===== src/rtl/systolic_array_sequencer_pkg.sv =====
// Shared defaults and FSM encoding for the systolic array sequencer.
package systolic_array_sequencer_pkg;

    localparam int DEF_N       = 2;
    localparam int DEF_WBITS   = 8;
    localparam int DEF_ABITS   = 16;
    localparam int DEF_ARR_LAT = 2;
    localparam int DEF_CNT_W   = 8;

    typedef enum logic [2:0] {
        S_IDLE   = 3'd0,
        S_LOAD   = 3'd1,
        S_STREAM = 3'd2,
        S_DRAIN  = 3'd3,
        S_DONE   = 3'd4
    } seq_state_t;

endpackage


===== src/rtl/skew_line.sv =====
// Register delay line used for input skew, output de-skew and the tag pipeline.
// A DEPTH of 0 degenerates to a plain wire.
module skew_line #(
    parameter int WIDTH = 8,
    parameter int DEPTH = 1
) (
    input  logic             clk,
    input  logic             reset,
    input  logic [WIDTH-1:0] d,
    output logic [WIDTH-1:0] q
);

    if (DEPTH == 0) begin : g_wire
        logic unused_clk_reset;
        assign unused_clk_reset = clk ^ reset;
        assign q = d;
    end else begin : g_pipe
        logic [WIDTH-1:0] stage [DEPTH];

        always_ff @(posedge clk or posedge reset) begin
            if (reset) begin
                for (int s = 0; s < DEPTH; s++) stage[s] <= '0;
            end else begin
                stage[0] <= d;
                for (int s = 1; s < DEPTH; s++) stage[s] <= stage[s-1];
            end
        end

        assign q = stage[DEPTH-1];
    end

endmodule


===== src/rtl/systolic_array_sequencer.sv =====
// Sequences weight load, skewed activation streaming and drain for one N x N
// weight-stationary systolic array, returning de-skewed, tag-qualified result rows.
//
//  state    | meaning
//  ---------+----------------------------------------------------------
//  S_IDLE   | waiting for start; num_rows latched here
//  S_LOAD   | accepting N weight rows, each forwarded with arr_load
//  S_STREAM | accepting num_rows activation rows; bubbles on idle cycles
//  S_DRAIN  | zero rows injected for LAT cycles until last tag emerges
//  S_DONE   | single-cycle done pulse
module systolic_array_sequencer
    import systolic_array_sequencer_pkg::*;
#(
    parameter int N       = DEF_N,
    parameter int WBITS   = DEF_WBITS,
    parameter int ABITS   = DEF_ABITS,
    parameter int ARR_LAT = DEF_ARR_LAT,
    parameter int CNT_W   = DEF_CNT_W
) (
    input  logic               clk,
    input  logic               reset,
    input  logic               start,
    input  logic [CNT_W-1:0]   num_rows,
    output logic               busy,
    output logic               done,
    input  logic               w_valid,
    output logic               w_ready,
    input  logic [WBITS*N-1:0] w_data,
    input  logic               a_valid,
    output logic               a_ready,
    input  logic [WBITS*N-1:0] a_data,
    output logic               arr_load,
    output logic [WBITS*N-1:0] arr_weights_vector,
    output logic [ABITS*N-1:0] arr_sums_vector,
    input  logic [ABITS*N-1:0] arr_acc_vector,
    output logic               r_valid,
    output logic [ABITS*N-1:0] r_data
);

    localparam int LAT = ARR_LAT + N;

    seq_state_t         state_q, state_d;
    logic [CNT_W-1:0]   cnt_q, cnt_d;
    logic [CNT_W-1:0]   rows_q, rows_d;
    logic               w_hs, a_hs;

    logic [WBITS*N-1:0] push_row;
    logic [WBITS*N-1:0] skewed_row;
    logic [ABITS*N-1:0] aligned_row;
    logic               tag_out;

    assign w_hs = w_valid & w_ready;
    assign a_hs = a_valid & a_ready;

    always_ff @(posedge clk or posedge reset) begin
        if (reset) begin
            state_q <= S_IDLE;
            cnt_q   <= '0;
            rows_q  <= '0;
        end else begin
            state_q <= state_d;
            cnt_q   <= cnt_d;
            rows_q  <= rows_d;
        end
    end

    // Counters run down and compare against zero for their terminal count.
    always_comb begin
        state_d = state_q;
        cnt_d   = cnt_q;
        rows_d  = rows_q;
        busy    = 1'b1;
        done    = 1'b0;
        w_ready = 1'b0;
        a_ready = 1'b0;
        case (state_q)
            S_IDLE: begin
                busy = 1'b0;
                if (start) begin
                    rows_d = num_rows;
                    if (num_rows == '0) begin
                        state_d = S_DONE;
                    end else begin
                        state_d = S_LOAD;
                        cnt_d   = CNT_W'(N - 1);
                    end
                end
            end
            S_LOAD: begin
                w_ready = 1'b1;
                if (w_hs) begin
                    if (cnt_q == '0) begin
                        state_d = S_STREAM;
                        cnt_d   = rows_q - 1'b1;
                    end else begin
                        cnt_d = cnt_q - 1'b1;
                    end
                end
            end
            S_STREAM: begin
                a_ready = 1'b1;
                if (a_hs) begin
                    if (cnt_q == '0) begin
                        state_d = S_DRAIN;
                        cnt_d   = CNT_W'(LAT - 1);
                    end else begin
                        cnt_d = cnt_q - 1'b1;
                    end
                end
            end
            S_DRAIN: begin
                if (cnt_q == '0) state_d = S_DONE;
                else             cnt_d   = cnt_q - 1'b1;
            end
            S_DONE: begin
                done    = 1'b1;
                state_d = S_IDLE;
            end
            default: state_d = S_IDLE;
        endcase
    end

    // Idle cycles outside STREAM push zero rows with tag 0, so drain needs no special case.
    assign push_row = a_hs ? a_data : '0;

    for (genvar i = 0; i < N; i++) begin : g_in_skew
        skew_line #(.WIDTH(WBITS), .DEPTH(i)) u_skew (
            .clk   (clk),
            .reset (reset),
            .d     (push_row[i*WBITS +: WBITS]),
            .q     (skewed_row[i*WBITS +: WBITS])
        );
    end

    for (genvar j = 0; j < N; j++) begin : g_out_deskew
        skew_line #(.WIDTH(ABITS), .DEPTH(N - 1 - j)) u_deskew (
            .clk   (clk),
            .reset (reset),
            .d     (arr_acc_vector[j*ABITS +: ABITS]),
            .q     (aligned_row[j*ABITS +: ABITS])
        );
    end

    // The output register below supplies the final stage of the LAT-cycle latency.
    skew_line #(.WIDTH(1), .DEPTH(LAT)) u_tag (
        .clk   (clk),
        .reset (reset),
        .d     (a_hs),
        .q     (tag_out)
    );

    always_ff @(posedge clk or posedge reset) begin
        if (reset) begin
            arr_load           <= 1'b0;
            arr_weights_vector <= '0;
            r_valid            <= 1'b0;
            r_data             <= '0;
        end else begin
            arr_load           <= w_hs;
            arr_weights_vector <= w_hs ? w_data : skewed_row;
            r_valid            <= tag_out;
            r_data             <= tag_out ? aligned_row : '0;
        end
    end

    assign arr_sums_vector = '0;

endmodule


===== config.mk =====
export PLATFORM = sky130hd
export DESIGN_NAME = systolic_array_sequencer
export DESIGN_NICKNAME = d
export VERILOG_FILES = /design/src/rtl/systolic_array_sequencer_pkg.sv /design/src/rtl/skew_line.sv /design/src/rtl/systolic_array_sequencer.sv
export SDC_FILE = /design/constraint.sdc
export NUM_CORES = 1
export LEC_CHECK = 0
export ABC_AREA = 1
export CORE_AREA = 3 3 102 104
export DETAILED_ROUTE_END_ITERATION = 12
export DIE_AREA = 0 0 105 107
export PLACE_DENSITY = 0.78
export SLEW_MARGIN = 10
export SYNTH_ARGS = -nofsm -noshare
export SYNTH_HDL_FRONTEND = slang
export SYNTH_SLANG_ARGS = --single-unit

===== constraint.sdc =====
create_clock -name clk -period 3.6 [get_ports clk]
set_input_delay 0.54 -clock clk [delete_from_list [all_inputs] [get_ports clk]]
set_output_delay 0.54 -clock clk [all_outputs]
set_load 0.02 [all_outputs]

Figure 1. Metal 1 (run 1).
The bar under the picture is 20 um long. Supply wires on this layer in grey.
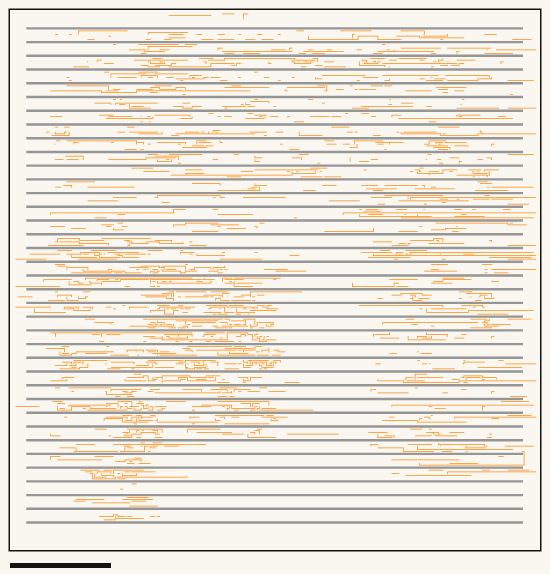
longest straight run: 38.2 um
nets with wire on the layer: 576
share of all routed wire: 41%
main direction: horizontal
wire length on this layer: 3,740 um

Figure 2. M2 wires (run 1).
The bar under the picture is 20 um long.
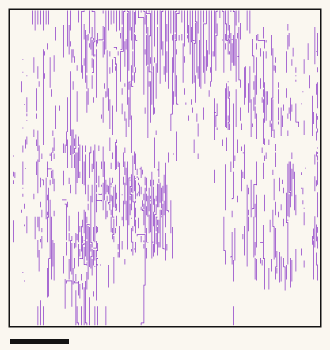
longest straight run: 33.0 um
share of all routed wire: 51%
nets with wire on the layer: 562
wire length on this layer: 4,660 um
main direction: vertical

==> Changelog: implementation, run 1 <==
### Metrics

* Vias per inst at 4.44
* Final hold violations at 0
* Cell variety after synth at 33
* Netlist Area Pre-Place at 4170 sq um
* Initial DRC Count at 239
* Yosys synthesis warning count at 0
* Setup Total Neg Slack at 0 ps
* Maximum fanout along the worst path at 8
* Total wire length at 9.11 mm
* Worst-case clock skew at 10.0 ps
* Aggregate global-route resource usage at 16.0%
* Leak at 3.03 nW
* Largest net degree at the start of global routing at 53
* Clock buf/inv share at 3.49%
* Worst hold path endpoint: u_tag.g_pipe.stage[2]
* GPL Wtd Cong at 0.900
* Final ANT Viol Nets at 0
* Crit Reg-Reg Startpoint: cnt_q[0]
* Initial antenna violation count at 0
* Post-layout period usage at 69.2%
* Status: finished clean
* Unrepaired setup endpoints after global routing: no
* CTS Buf Count at 9
* Dpl hpwl at 7.00 mm
* Comb gates at 272
* Post-synth EDFFs at 0
* WP data required at 3060 ps
* Fin area at 5700 sq um
Figure 3. M3 wires (run 1).
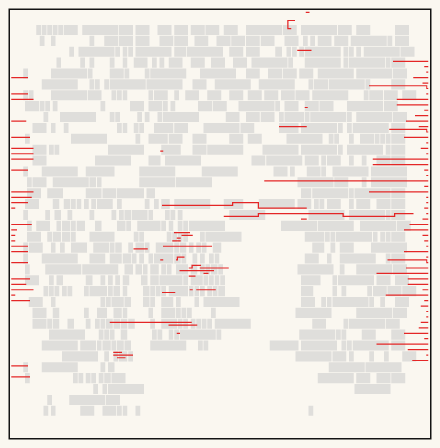
longest straight run: 40.7 um
share of all routed wire: 6.1%
main direction: horizontal
wire length on this layer: 558 um

run 1: layout by cell type (no fill, tap or decap), types with 2 or more instances in the layout:
cell / n
nor2_1: 40
xor2_1: 4
inv_6: 2
a22o_2: 7
inv_1: 65
dfrtp_1: 97
inv_2: 4
conb_1: 32
nand2_1: 123
nor2_4: 4
a21oi_1: 8
nand2_4: 2
nor2_2: 4
clkbuf_8: 10
o21ai_0: 5
clkdlybuf4s50_1: 130
ha_1: 2
clkinv_4: 2
nand3_1: 19
nand2_2: 6
nand4_1: 4
run 1: per-stage QoR:
step | cells | power [mW]
final | 720 | 3.65
after CTS | 720 | 3.68
after global routing | 720 | 3.91
after detailed placement | 704 | 2.98
after floorplan | 477 | 2.49
after global placement | 704 | 2.94
run 1: power by group:
part	total, mW	internal (mW)	switching [mW]
Sequential	1.44	1.30	0.146
Combinational	1.52	0.611	0.909
Clock	0.684	0.287	0.397
run 1: sequential cells by signal (all words and copies together), names as in the netlist:
register,count
g_in_skew.u_skew.q,8
arr_weights_vector,16
rows_q,8
u_tag.g_pipe.stage,3
r_valid,1
g_out_deskew.u_deskew.q,16
state_q,3
u_tag.q,1
arr_load,1
cnt_q,8
r_data,32
run 1: per-layer routing:
| metal | up-vias | global-route usage [%] |
|---|---|---|
| li1 | 1550 | - |
| met1 | 1498 | 20.3 |
| met2 | 131 | 27.6 |
| met3 | 15 | 2.89 |
| met4 | 0 | 5.44 |
| met5 | - | 0 |
run 1: synthesized netlist by cell type, types with 5 or more instances:
cell	n	area [sq um]
nand2_1	123	462
nand3_1	19	95.1
nor2_1	40	150
a22o_2	7	70.1
o21ai_0	5	25.0
inv_1	66	248
nand2_2	6	37.5
a21oi_1	8	40.0
dfrtp_1	97	2430
buf_4	33	248
## Run 2: what changed since run 1
Clock period 3.6 ns to 2.4 ns, I/O delays scaled along.
==> Changelog: implementation, run 2 <==
### Metrics

* Status: finished clean
* Syn Area/Cell at 9.35 sq um
* GPL Wtd Cong at 0.925
* Vias per inst at 4.32
* Main area contributors: dfrtp_1 (58%), nand2_1 (11%), buf_4 (5.9%), inv_1 (5.9%), nor2_1 (3.6%)
* Initial antenna violation count at 0
* Largest net degree at the start of global routing at 53
* Leak at 3.04 nW
* Worst-case clock skew at 9.04 ps
* Commonest cells in the netlist: nand2_1 (123), dfrtp_1 (97), inv_1 (66)
* Final ANT Viol Nets at 0
* Dpl hpwl at 6.55 mm
* Top Metal Used: met4
* Highest-count logic cell in the final layout: clkdlybuf4s50_1
* CTS Buf Count at 9
* Maximum fanout along the worst path at 7
* Count leader, synth: nand2_1
* Most frequent logic cells in the routed design: clkdlybuf4s50_1 (129), nand2_1 (123), dfrtp_1 (96)
* Yosys synthesis warning count at 0
* Total wire length at 8.59 mm
* Final hold violations at 0
* Post-layout period usage at 93.6%
* Port Buf Inserts at 130
* Setup Total Neg Slack at 0 ps
* Initial DRC Count at 121
* Total power at 5.45 mW
* Netlist Area Pre-Place at 4170 sq um
* PnR worst setup slack at 155 ps
* Placed cells at 706
* Synth Seq Share at 58.2%
* Fin area at 5710 sq um
* H-tree Lvls at 3
* Tool warning count at 26
* WP data required at 2040 ps
* Post-synth EDFFs at 0
* Met2 routed WL at 4.23 mm
* Synth area leader: dfrtp_1
* Area leader share at 58.2%
* Max reg flops at 32
* Unrepaired setup endpoints after global routing: no
* Min Tclk post-route at 2250 ps
* Cell variety after synth at 33
* Critical path cell sequence: inv_2 > nor2_4 > nand2_4 > clkinv_4 > clkdlybuf4s50_1
* GRT Max-Usage Layer: met2
* Most flops, register: r_data
-- run 2: area by class of cell --
cell class	instances	area, sq um	area share (%)
inverters	71	275	4.82
multi-input cells	272	1320	23.0
clock inverters	7	76.3	1.34
flip-flops and latches	97	2430	42.5
repair buffers	133	1330	23.2
well taps	133	166	2.91
clock buffers	9	124	2.17
-- run 2: repair_timing --
item / 4_1_cts / 5_1_grt
gates resized: 0 / 2
endpoints found under the setup margin: 0 / 2
buffers inserted: 0 / 0
-- run 2: final timing paths --
check	from	to	slack, ps	cells past startpoint
setup reg to reg	cnt_q[0]	cnt_q[2]	520	10
max in group asynchronous	reset	g_out_deskew[0].u_deskew.q[5]	1440	3
hold / removal	u_tag.g_pipe.stage[3]	u_tag.g_pipe.stage[2]	360	0
setup / recovery	state_q[0]	w_ready	150	5
hold reg to reg	u_tag.g_pipe.stage[3]	u_tag.g_pipe.stage[2]	360	0
min in group asynchronous	reset	r_data[21]	500	3
-- run 2: metrics by stage --
step	hold WS, ps	util, %
detailed placement	340	57.2
global route	365	59.3
finish	359	59.3
CTS	363	59.2
floorplan	331	-
global placement	334	57.2
-- run 2: power breakdown --
| part | leakage (nW) | internal (mW) | switching, mW | total (mW) |
|---|---|---|---|---|
| logic | 1.68 | 0.917 | 1.39 | 2.30 |
| clock network | 0.0935 | 0.406 | 0.616 | 1.02 |
| registers | 1.27 | 1.95 | 0.178 | 2.13 |
-- run 2: cells by family after synthesis --
family / synth area share, %
other: 0.0899
multiplexers: 0.270
AND-OR/OR-AND: 4.23
adder cells (fa/ha/maj): 0.600
buffers and inverters: 13.0
XOR/XNOR: 0.840
AND/OR/NAND/NOR: 22.7
flip-flops: 58.2
-- run 2: critical path, delay by kind of cell, from the launching register on --
kind / cells / cell delay, ps
buf+inv: 3 / 820
simple gates: 2 / 250
flops: 1 / 460
Figure 4. M3 wires (run 2).
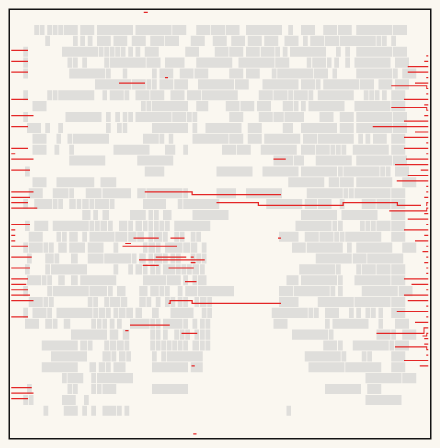
nets with wire on the layer: 101
wire length on this layer: 516 um
longest straight run: 22.1 um
share of all routed wire: 6.0%

Figure 5. Congestion heat map (run 2).
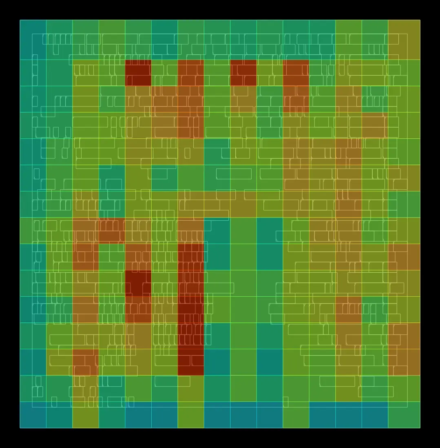
met1 usage: 19.3%
aggregate global-route resource usage: 15.6%
met2 usage: 26.4%
met3 Track Usage GR: 3.55%
Core Util, Final: 59.3%

Figure 6. The metal 4 layer (run 2).
The bar under the picture is 20 um long. Supply wires on this layer in grey.
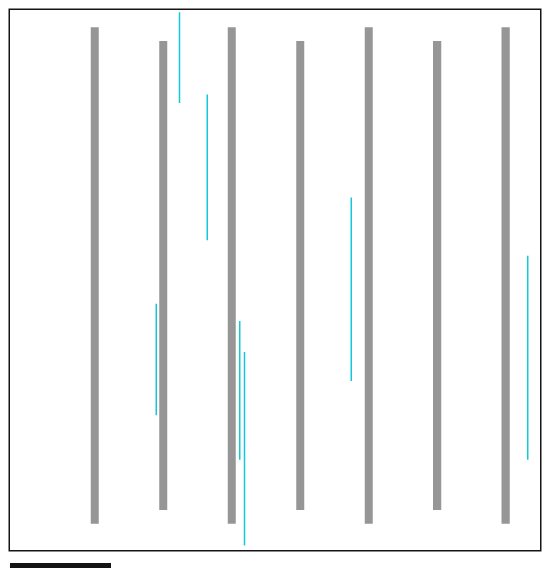
nets with wire on the layer: 6
share of all routed wire: 2.4%
longest straight run: 40.1 um

Power and IR drop assume default switching activity.
